File: config.mk
export PLATFORM = sky130hd
export DESIGN_NAME = pipe_ctrl
export DESIGN_NICKNAME = d
export VERILOG_FILES = /design/src/rtl/pipe_ctrl.sv
export SDC_FILE = /design/constraint.sdc
export NUM_CORES = 1
export LEC_CHECK = 0
export CORE_MARGIN = 4
export CORE_UTILIZATION = 50
export CTS_BUF_LIST = sky130_fd_sc_hd__clkbuf_4 sky130_fd_sc_hd__clkbuf_8 sky130_fd_sc_hd__clkbuf_16
export CTS_CLUSTER_DIAMETER = 200
export DETAILED_ROUTE_END_ITERATION = 10
export PLACE_DENSITY = 0.78
export SYNTH_ARGS = -nofsm -noshare
export SYNTH_HDL_FRONTEND = slang
export SYNTH_SLANG_ARGS = --single-unit
File: constraint.sdc
create_clock -name clk_i -period 6.73 [get_ports clk_i]
set_input_delay 2.019 -clock clk_i [delete_from_list [all_inputs] [get_ports clk_i]]
set_output_delay 2.019 -clock clk_i [all_outputs]
set_load 0.05 [all_outputs]
File: src/rtl/pipe_ctrl.sv
// pipe_ctrl: hazard detection, forwarding select and stall/flush control for a 5-stage pipeline,
// tracking E/M/W control records plus retired-instruction and hazard-stall counters.
module pipe_ctrl #(
    parameter int AW     = 5,
    parameter int CNT_W  = 32,
    parameter int FWD_EN = 1
) (
    input  logic             clk_i,
    input  logic             rst_i,
    input  logic             valid_d_i,
    input  logic [AW-1:0]    rs1_d_i,
    input  logic [AW-1:0]    rs2_d_i,
    input  logic [AW-1:0]    rd_d_i,
    input  logic             regwrite_d_i,
    input  logic             load_d_i,
    input  logic             redirect_e_i,
    input  logic             ext_stall_i,
    output logic             stall_f_o,
    output logic             stall_d_o,
    output logic             flush_d_o,
    output logic             flush_e_o,
    output logic [1:0]       fwd_a_e_o,
    output logic [1:0]       fwd_b_e_o,
    output logic             valid_w_o,
    output logic [CNT_W-1:0] retired_o,
    output logic [CNT_W-1:0] hazard_cnt_o
);
    typedef struct packed {
        logic          v;
        logic          rw;
        logic          ld;
        logic [AW-1:0] rd;
    } st_t;

    st_t              e_q, e_d, m_q, w_q;
    logic [AW-1:0]    e_rs1_q, e_rs1_d, e_rs2_q, e_rs2_d;
    logic [CNT_W-1:0] retired_q, hazard_q;
    logic             e_hit, m_hit, haz, kill;

    function automatic logic wr(input st_t s, input logic [AW-1:0] r);
        return s.v && s.rw && s.rd == r && r != '0;
    endfunction

    function automatic logic [1:0] fwd(input st_t m, input st_t w, input logic [AW-1:0] r);
        return FWD_EN == 0 ? 2'b00 : (wr(m, r) && !m.ld) ? 2'b10 : wr(w, r) ? 2'b01 : 2'b00;
    endfunction

    assign e_hit = wr(e_q, rs1_d_i) || wr(e_q, rs2_d_i);
    assign m_hit = wr(m_q, rs1_d_i) || wr(m_q, rs2_d_i);
    // Without forwarding every in-flight E/M producer blocks; with it only a load in E does.
    assign haz   = valid_d_i && (FWD_EN != 0 ? (e_q.ld && e_hit) : (e_hit || m_hit));
    assign kill  = redirect_e_i || haz;

    assign stall_f_o    = rst_i && (ext_stall_i || (!redirect_e_i && haz));
    assign stall_d_o    = stall_f_o;
    assign flush_d_o    = rst_i && !ext_stall_i && redirect_e_i;
    assign flush_e_o    = rst_i && !ext_stall_i && kill;
    assign fwd_a_e_o    = fwd(m_q, w_q, e_rs1_q);
    assign fwd_b_e_o    = fwd(m_q, w_q, e_rs2_q);
    assign valid_w_o    = w_q.v;
    assign retired_o    = retired_q;
    assign hazard_cnt_o = hazard_q;

    always_comb begin
        e_d     = kill ? '0 : '{v: valid_d_i, rw: regwrite_d_i, ld: load_d_i, rd: rd_d_i};
        e_rs1_d = kill ? '0 : rs1_d_i;
        e_rs2_d = kill ? '0 : rs2_d_i;
    end

    always_ff @(posedge clk_i or negedge rst_i) begin
        if (!rst_i) begin
            e_q       <= '0;
            m_q       <= '0;
            w_q       <= '0;
            e_rs1_q   <= '0;
            e_rs2_q   <= '0;
            retired_q <= '0;
            hazard_q  <= '0;
        end else if (!ext_stall_i) begin
            e_q       <= e_d;
            e_rs1_q   <= e_rs1_d;
            e_rs2_q   <= e_rs2_d;
            m_q       <= e_q;
            w_q       <= m_q;
            retired_q <= retired_q + CNT_W'(w_q.v);
            hazard_q  <= hazard_q + CNT_W'(!redirect_e_i && haz);
        end
    end
endmodule

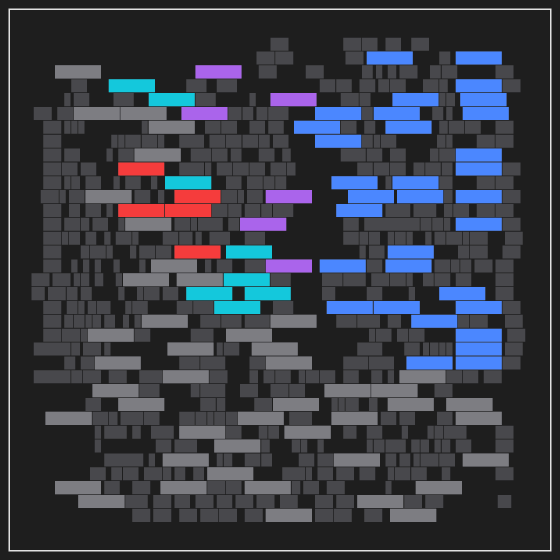
(images/registers.png)
cyan -> m_q  # sequential cells 8, where center
red -> e_rs1_q  # sequential cells 5
purple -> w_q  # sequential cells 6
blue -> retired_o  # sequential cells 32

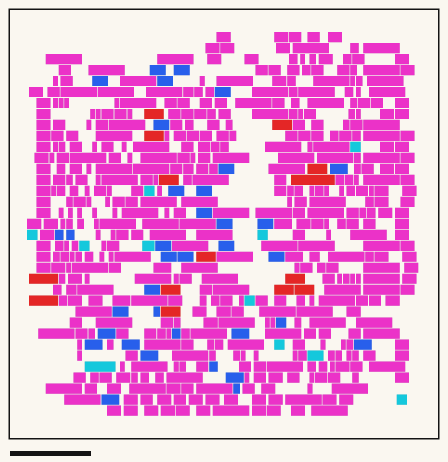
(images/drive_strength.png)
Scale bar: 20 µm.
blue -> drive 2  # cells 35, share 6.5%, most used mux2_2
red -> drive 6 and up  # cells 14, share 2.6%, most used clkbuf_8
cyan -> drive 3 to 4  # cells 11, share 2.0%, most used buf_4
magenta -> drive 1 or less  # cells 478, share 89%, most used dfrtp_1

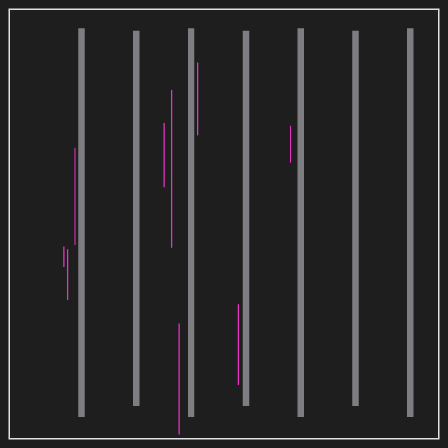
(images/met4.png)
Supply wires on this layer in gray.
main direction = vertical
wire length on this layer = 169 µm
vias post-DR: 3,659
drt total wl: 10,500 µm

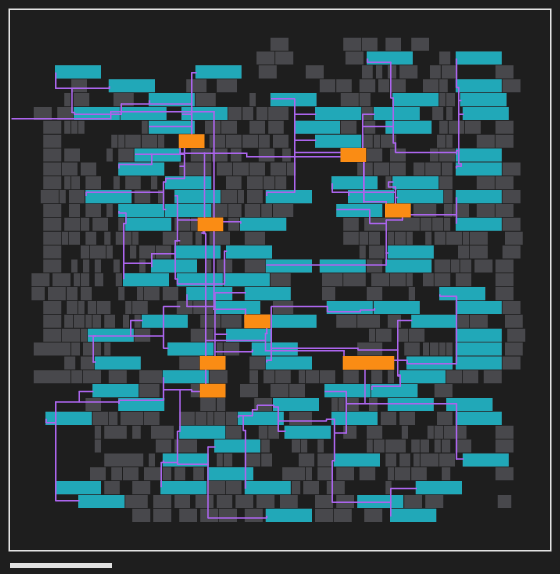
(images/clock_map.png)
Scale bar: 20 µm.
cyan -> flip-flops  # count 97
orange -> cells driving clock nets  # count 9
purple -> clock wires  # length 1,110 µm
routed clock nets = 10

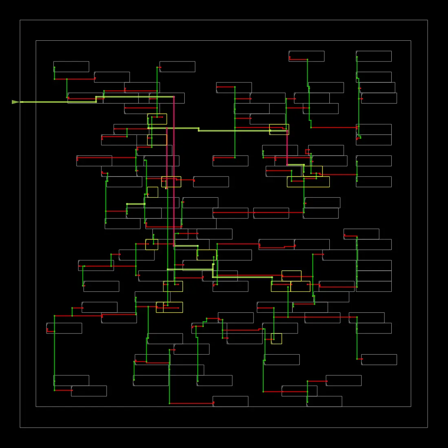
(images/final_clocks.png)
Sink Count: 97
insertion delay to the later sink of the worst-skew pair: 0.35 ns

==> CHANGELOG.md <==
### Physical design

- Num CTS Buffers: 9
- H-tree depth: 3
- Die Ht: 106 µm
- Largest logic family: simple AND/OR/NAND/NOR gates
- CTS tree: built
- Nonclk buf count: 98
- CP Depth: 6
- CTS clk-pin slew, worst paths: 0.10 ns
- Reg2reg end: hazard_cnt_o[20]
- Psw: 0.000356 W
- Syn Inst Count: 440
- Yosys warns: 0
- Max power group: registers
- Fraction of area in clock buffers and inverters: 3.46%
- CTS hold repair buffers: 0
- Final-report hold violation count: 0
- Floorplan Utilization: 51.7%
- Status: completed
- Hold slack final: 0.477 ns
- Register-to-Register Path Depth: 9
- Register area: 0.00243 mm²
- Die X: 106 µm
- Pwr per Cell Area: 207 mW/mm²
- Setup WS post-layout: 0.657 ns
- Max-cap violations: 0
- First-pass GRT wire length: 17,700 µm
- FMAX: 165 MHz
No activity file was given, so power comes from the tool's default toggle rates.
